### src/rtl/fifo_rd_pkg.sv
// fifo_rd_pkg: shared widths, latency bounds and configuration check
// for the FIFO read-side stream adapter.
package fifo_rd_pkg;

    localparam int DATA_WIDTH_DEF   = 16;
    localparam int READ_LATENCY_DEF = 2;
    localparam int BUF_DEPTH_DEF    = 4;
    localparam int PKT_LEN_DEF      = 64;

    localparam int RL_MIN = 1;
    localparam int RL_MAX = 4;

    localparam int PTR_W = $clog2(BUF_DEPTH_DEF);
    localparam int CNT_W = PTR_W + 1;

    function automatic int ptr_w(input int depth);
        return (depth > 1) ? $clog2(depth) : 1;
    endfunction

    function automatic int cnt_w(input int depth);
        return ptr_w(depth) + 1;
    endfunction

    // Legal latency, buffer deep enough to cover every word in
    // flight plus one, power-of-two depth so pointers wrap freely.
    function automatic bit cfg_ok(input int depth, input int lat,
                                  input int pkt);
        return (lat >= RL_MIN) && (lat <= RL_MAX) &&
               (depth >= lat + 1) &&
               ((depth & (depth - 1)) == 0) &&
               (pkt >= 1);
    endfunction

endpackage

### src/rtl/fifo_rd_obuf.sv
// fifo_rd_obuf: circular output buffer; head word is always taken
// from registered storage, never bypassed from the write port.
module fifo_rd_obuf
    import fifo_rd_pkg::*;
#(
    parameter int DATA_WIDTH = DATA_WIDTH_DEF,
    parameter int BUF_DEPTH  = BUF_DEPTH_DEF
) (
    input  logic                        clk,
    input  logic                        rst,
    input  logic                        wr_i,
    input  logic [DATA_WIDTH-1:0]       wdata_i,
    input  logic                        rd_i,
    output logic [DATA_WIDTH-1:0]       rdata_o,
    output logic [cnt_w(BUF_DEPTH)-1:0] count_o,
    output logic                        valid_o
);

    localparam int PW = ptr_w(BUF_DEPTH);
    localparam int CW = cnt_w(BUF_DEPTH);

    logic [DATA_WIDTH-1:0] mem_q [BUF_DEPTH];
    logic [PW-1:0]         wr_ptr_q, wr_ptr_d;
    logic [PW-1:0]         rd_ptr_q, rd_ptr_d;
    logic [CW-1:0]         count_q, count_d;
    logic                  rd_en;

    assign valid_o = (count_q != '0);
    assign rd_en   = rd_i && valid_o;
    assign rdata_o = mem_q[rd_ptr_q];
    assign count_o = count_q;

    // Next pointers and occupancy from the write/read strobes.
    always_comb begin
        wr_ptr_d = wr_ptr_q;
        rd_ptr_d = rd_ptr_q;
        count_d  = count_q;
        if (wr_i) begin
            wr_ptr_d = wr_ptr_q + PW'(1);
        end
        if (rd_en) begin
            rd_ptr_d = rd_ptr_q + PW'(1);
        end
        if (wr_i && !rd_en) begin
            count_d = count_q + CW'(1);
        end else if (!wr_i && rd_en) begin
            count_d = count_q - CW'(1);
        end
    end

    // Pointer and occupancy registers.
    always_ff @(posedge clk or posedge rst) begin
        if (rst) begin
            wr_ptr_q <= '0;
            rd_ptr_q <= '0;
            count_q  <= '0;
        end else begin
            wr_ptr_q <= wr_ptr_d;
            rd_ptr_q <= rd_ptr_d;
            count_q  <= count_d;
        end
    end

    // Storage; cleared so the head reads zero out of reset.
    always_ff @(posedge clk or posedge rst) begin
        if (rst) begin
            for (int i = 0; i < BUF_DEPTH; i++) begin
                mem_q[i] <= '0;
            end
        end else if (wr_i) begin
            mem_q[wr_ptr_q] <= wdata_i;
        end
    end

endmodule

### src/rtl/fifo_stream_reader.sv
// fifo_stream_reader: pops a fixed-latency FIFO into a valid/ready
// stream. Optional packet framing with macro FIFO_RD_LAST_EN.
module fifo_stream_reader
    import fifo_rd_pkg::*;
#(
    parameter int DATA_WIDTH   = DATA_WIDTH_DEF,
    parameter int READ_LATENCY = READ_LATENCY_DEF,
    parameter int BUF_DEPTH    = BUF_DEPTH_DEF,
    parameter int PKT_LEN      = PKT_LEN_DEF
) (
    input  logic                  clk,
    input  logic                  rst,
    input  logic                  fifo_empty,
    input  logic [DATA_WIDTH-1:0] fifo_data,
    output logic                  fifo_read,
    output logic [DATA_WIDTH-1:0] m_data,
    output logic                  m_valid,
    input  logic                  m_ready,
`ifdef FIFO_RD_LAST_EN
    output logic                  m_last,
`endif
    output logic                  busy
);

    localparam int CW = cnt_w(BUF_DEPTH);

    if (!cfg_ok(BUF_DEPTH, READ_LATENCY, PKT_LEN)) begin : g_cfg_err
        $error("fifo_stream_reader: illegal BUF_DEPTH/READ_LATENCY");
    end

    logic [READ_LATENCY-1:0] fl_q, fl_d;
    logic [CW-1:0]           count;
    logic                    land;
    logic                    rd;
    int                      inflight;

    assign land = fl_q[READ_LATENCY-1];
    assign rd   = m_valid && m_ready;
    assign busy = (count != '0) || (fl_q != '0);

    // Issue rule: pop only when every outstanding word has a slot.
    // fifo_read already implies ~fifo_empty, so it is the pop itself.
    always_comb begin
        inflight = 0;
        for (int i = 0; i < READ_LATENCY; i++) begin
            inflight = inflight + int'(fl_q[i]);
        end
        fifo_read = !rst && !fifo_empty &&
                    ((int'(count) + inflight) < BUF_DEPTH);
        fl_d = (fl_q << 1) | READ_LATENCY'(fifo_read);
    end

    // In-flight shift register; top tap marks a landing word.
    always_ff @(posedge clk or posedge rst) begin
        if (rst) begin
            fl_q <= '0;
        end else begin
            fl_q <= fl_d;
        end
    end

    fifo_rd_obuf #(
        .DATA_WIDTH (DATA_WIDTH),
        .BUF_DEPTH  (BUF_DEPTH)
    ) u_obuf (
        .clk     (clk),
        .rst     (rst),
        .wr_i    (land),
        .wdata_i (fifo_data),
        .rd_i    (rd),
        .rdata_o (m_data),
        .count_o (count),
        .valid_o (m_valid)
    );

`ifdef FIFO_RD_LAST_EN
    localparam int BW = (PKT_LEN > 1) ? $clog2(PKT_LEN) : 1;

    logic [BW-1:0] beat_q, beat_d;

    assign m_last = m_valid && (beat_q == BW'(PKT_LEN - 1));

    // Beat position within the packet, advanced per handshake.
    always_comb begin
        beat_d = beat_q;
        if (rd) begin
            beat_d = (beat_q == BW'(PKT_LEN - 1)) ? '0 : beat_q + BW'(1);
        end
    end

    // Beat counter register.
    always_ff @(posedge clk or posedge rst) begin
        if (rst) begin
            beat_q <= '0;
        end else begin
            beat_q <= beat_d;
        end
    end
`endif

endmodule

### config.mk
export PLATFORM = sky130hd
export DESIGN_NAME = fifo_stream_reader
export DESIGN_NICKNAME = d
export VERILOG_FILES = /design/src/rtl/fifo_rd_pkg.sv /design/src/rtl/fifo_rd_obuf.sv /design/src/rtl/fifo_stream_reader.sv
export SDC_FILE = /design/constraint.sdc
export NUM_CORES = 1
export LEC_CHECK = 0
export CORE_ASPECT_RATIO = 1.75
export CORE_MARGIN = 5
export CORE_UTILIZATION = 45
export DETAILED_ROUTE_END_ITERATION = 10
export PLACE_DENSITY = 0.66
export SLEW_MARGIN = 40
export SYNTH_ARGS = -nofsm -noshare
export SYNTH_HDL_FRONTEND = slang
export SYNTH_HIERARCHICAL = 1
export SYNTH_SLANG_ARGS = --single-unit
export TNS_END_PERCENT = 20
### constraint.sdc
create_clock -name clk -period 2.65 [get_ports clk]
set_input_delay 0.6625 -clock clk [delete_from_list [all_inputs] [get_ports clk]]
set_output_delay 0.6625 -clock clk [all_outputs]
set_load 0.01 [all_outputs]
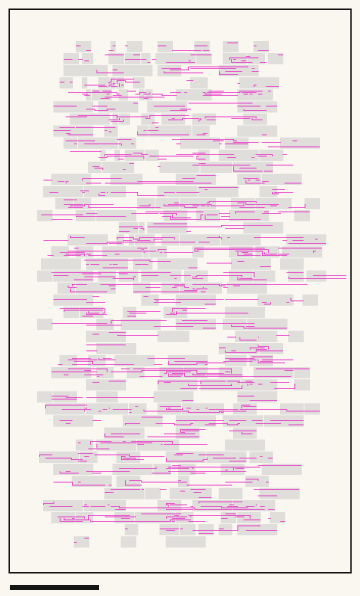
(run_1/met1.png)
The bar under the picture is 20 microns long.
longest straight run: 26.7 microns
nets with wire on the layer: 243
main direction: horizontal
wire length on this layer: 2780 microns
share of all routed wire: 43%

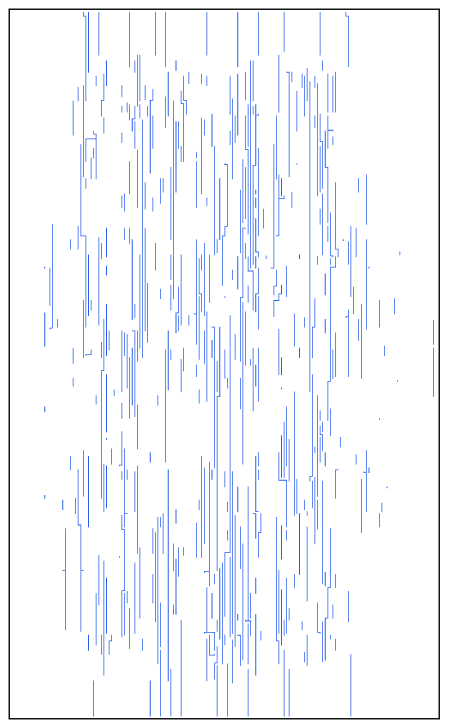
(run_1/met2.png)
main direction: vertical
nets with wire on the layer: 256

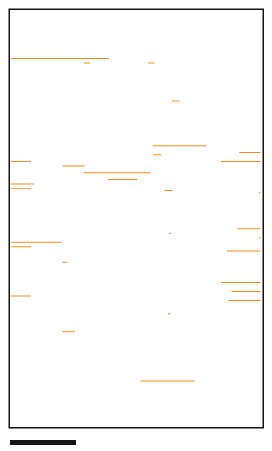
(run_1/met3.png)
The bar under the picture is 20 microns long.
share of all routed wire: 3.4%
wire length on this layer: 220 microns
longest straight run: 29.4 microns
main direction: horizontal

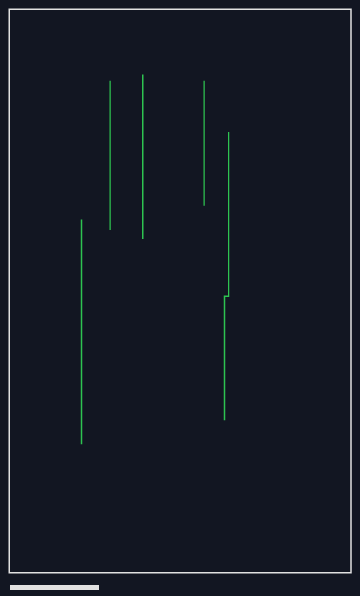
(run_1/met4.png)
The bar under the picture is 20 microns long.
wire length on this layer: 214 microns
longest straight run: 50.3 microns

==> flow_summary.ini, run 1 <==
; yosys + openroad results
[worst_setup_path]
path_max_fanout = 6
crit_family = buffers and inverters
cp_slowest_cell = mux4_2
cp-start-kind = register
arrival_ns = 1.94

[sta]
setup_viol = 0
fin_crit_ns = 2.61
finalHoldViolCount = 0
worst_slew_pin_slew_ns = 0.409

[logic_synthesis]
yosys.area_share.adder_pct = 2.72
yosys.area_share.aoi_pct = 1.15
synth.distinct_cells = 24
ys_seq_share_pct = 52.3
yosys-stat-cells = 197
ys_sh_mux_pct = 36.6

[power]
comb_power_mw = 2.37
p_int_mw = 3.95
power.density_nw_per_um2 = 1280
comb_power_share_pct = 43.2

[hold_path]
min_to = fl_q[1]
whs_path_depth = 0

[global_route]
grt_pass1_vias = 2018
gr-total-overflow = 0

[routing]
routed_wl_mm = 6.44
wl_per_cell_microns = 19.1
m1WireLength_mm = 2.78

[run]
tool_warnings = 30
cap_violations = 0

[run_status]
status = complete, no violations

[layout]
seq_area_share_pct = 42.7
regMostFlops = u_obuf/mem_q
comb_area_share_pct = 36.3
fin_cells = 337
stdcell_area_sq_um = 4280

[floorplan]
tap_cells = 88
core-area_sq_um = 7570
io_pins = 39

[clock_tree]
cts.sinks = 73

[placement]
port_buffers = 38
[run 1: layout by cell type (no fill, tap or decap)]
master / count
o21ai_0: 1
mux4_2: 6
clkbuf_8: 3
nor2_1: 2
dfrtp_2: 1
dfrtp_1: 72
or3_1: 1
xnor2_1: 3
nand2_1: 3
inv_2: 1
buf_4: 7
and2_1: 1
inv_1: 4
nand2_4: 4
nand3_1: 1
dlygate4sd2_1: 3
ha_1: 6
xor2_1: 3
fa_1: 1
mux4_1: 10
a21o_1: 1
a2111oi_4: 1
dlymetal6s2s_1: 4
clkbuf_16: 9
buf_12: 3
nor3_1: 1
clkbuf_1: 1
clkdlybuf4s50_1: 31
mux2_2: 25
mux2_4: 40
==> run 2: changes to the inputs <==
--- a/config.mk
+++ b/config.mk
@@ -15,4 +15,4 @@
 export SYNTH_HDL_FRONTEND = slang
 export SYNTH_HIERARCHICAL = 1
 export SYNTH_SLANG_ARGS = --single-unit
-export TNS_END_PERCENT = 20
+export TNS_END_PERCENT = 5
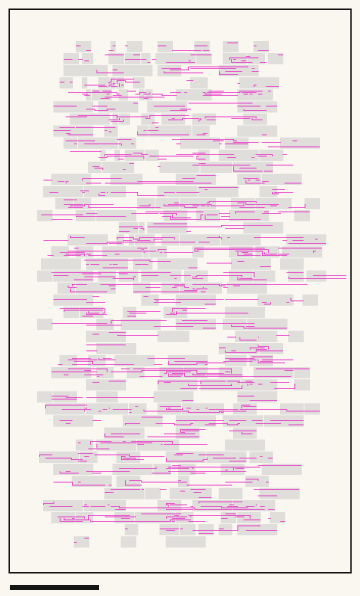
(run_2/met1.png)
The bar under the picture is 20 microns long.
nets with wire on the layer: 243
main direction: horizontal
wire length on this layer: 2780 microns

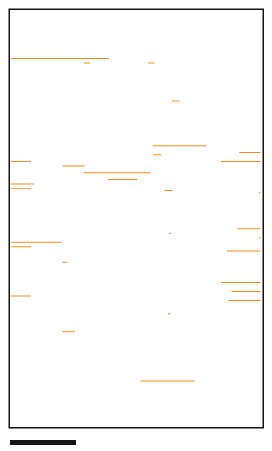
(run_2/met3.png)
The bar under the picture is 20 microns long.
nets with wire on the layer: 20
longest straight run: 29.4 microns
share of all routed wire: 3.4%

==> run 2 against run 1 <==
Worst hold slack stayed put; die area stayed put; non-clock buffer count did not move; register-to-register slack barely moved; global-route usage did not move; area after synthesis unchanged; clock-buffer cell count is the same; final cell count is the same; largest power group unchanged; critical path depth stayed put; synthesized cell count unchanged; design area stayed put; sequential power hardly changed.
==> flow_summary.ini, run 2 <==
; yosys + openroad results
[run_status]
status = complete, no violations

[worst_setup_path]
cp-start-kind = register
cp_slowest_cell = mux4_2
path_max_fanout = 6
arrival_ns = 1.94
crit_family = buffers and inverters
regToRegStartpoint = u_obuf/count_o[0]
worstRegToRegCells = 10

[layout]
stdcell_area_sq_um = 4280
buffers_excl_clock = 48
layout_top_cell = dfrtp_1
layout_top_cells = dfrtp_1 (72), mux2_4 (40), clkdlybuf4s50_1 (31)
seq_area_share_pct = 42.7
comb_area_share_pct = 36.3
fin_cells = 337
regMostFlops = u_obuf/mem_q

[routing]
highest_layer = met4
wl_per_cell_microns = 19.1
routed_wl_mm = 6.44

[power]
pg_seq_mw = 2.02
power.density_nw_per_um2 = 1280
comb_power_mw = 2.37
clk-power_mw = 1.11
p_int_mw = 3.95
vdd_drop_max_uv = 484
comb_power_share_pct = 43.2

[global_route]
grt_pass1_vias = 2018
grt_use_met1_pct = 17.5

[floorplan]
num_rows = 42
io_pins = 39
tap_cells = 88
core-area_sq_um = 7570

[clock_tree]
cts.sinks = 73
root_buffer = clkbuf_16

[sta]
finalHoldViolCount = 0
slew_violations = 0
worst_slew_pin_slew_ns = 0.409
setup_viol = 0
fin_setup_tns_ns = 0
fin_crit_ns = 2.61

[run]
tool_warnings = 30
cap_violations = 0

[placement]
port_buffers = 38

[logic_synthesis]
synth.distinct_cells = 24
ys_seq_share_pct = 52.3
yosys-stat-cells = 197

[hold_path]
whs_path_depth = 0
min_to = fl_q[1]
[run 2: cell counts after synthesis]
Identical to the previous run, type by type.
[run 2: logic make-up (layout without fill, tap and decap cells)]
| family | after synthesis | in the layout | synth area share, % |
|---|---|---|---|
| AND-OR/OR-AND | 3 | 3 | 1.15 |
| XOR/XNOR | 6 | 6 | 1.50 |
| adder cells (fa/ha/maj) | 7 | 7 | 2.72 |
| buffers and inverters | 14 | 66 | 3.22 |
| flip-flops | 73 | 73 | 52.3 |
| multiplexers | 81 | 81 | 36.6 |
| AND/OR/NAND/NOR | 13 | 13 | 2.47 |
[run 2: timing repair]
action                                  4_1_cts  5_1_grt
gates resized                                 4        4
endpoints found under the setup margin        5        5
hold buffers                                  0        0
pin swaps                                     0        0
Power is estimated from default activity; no workload was simulated.
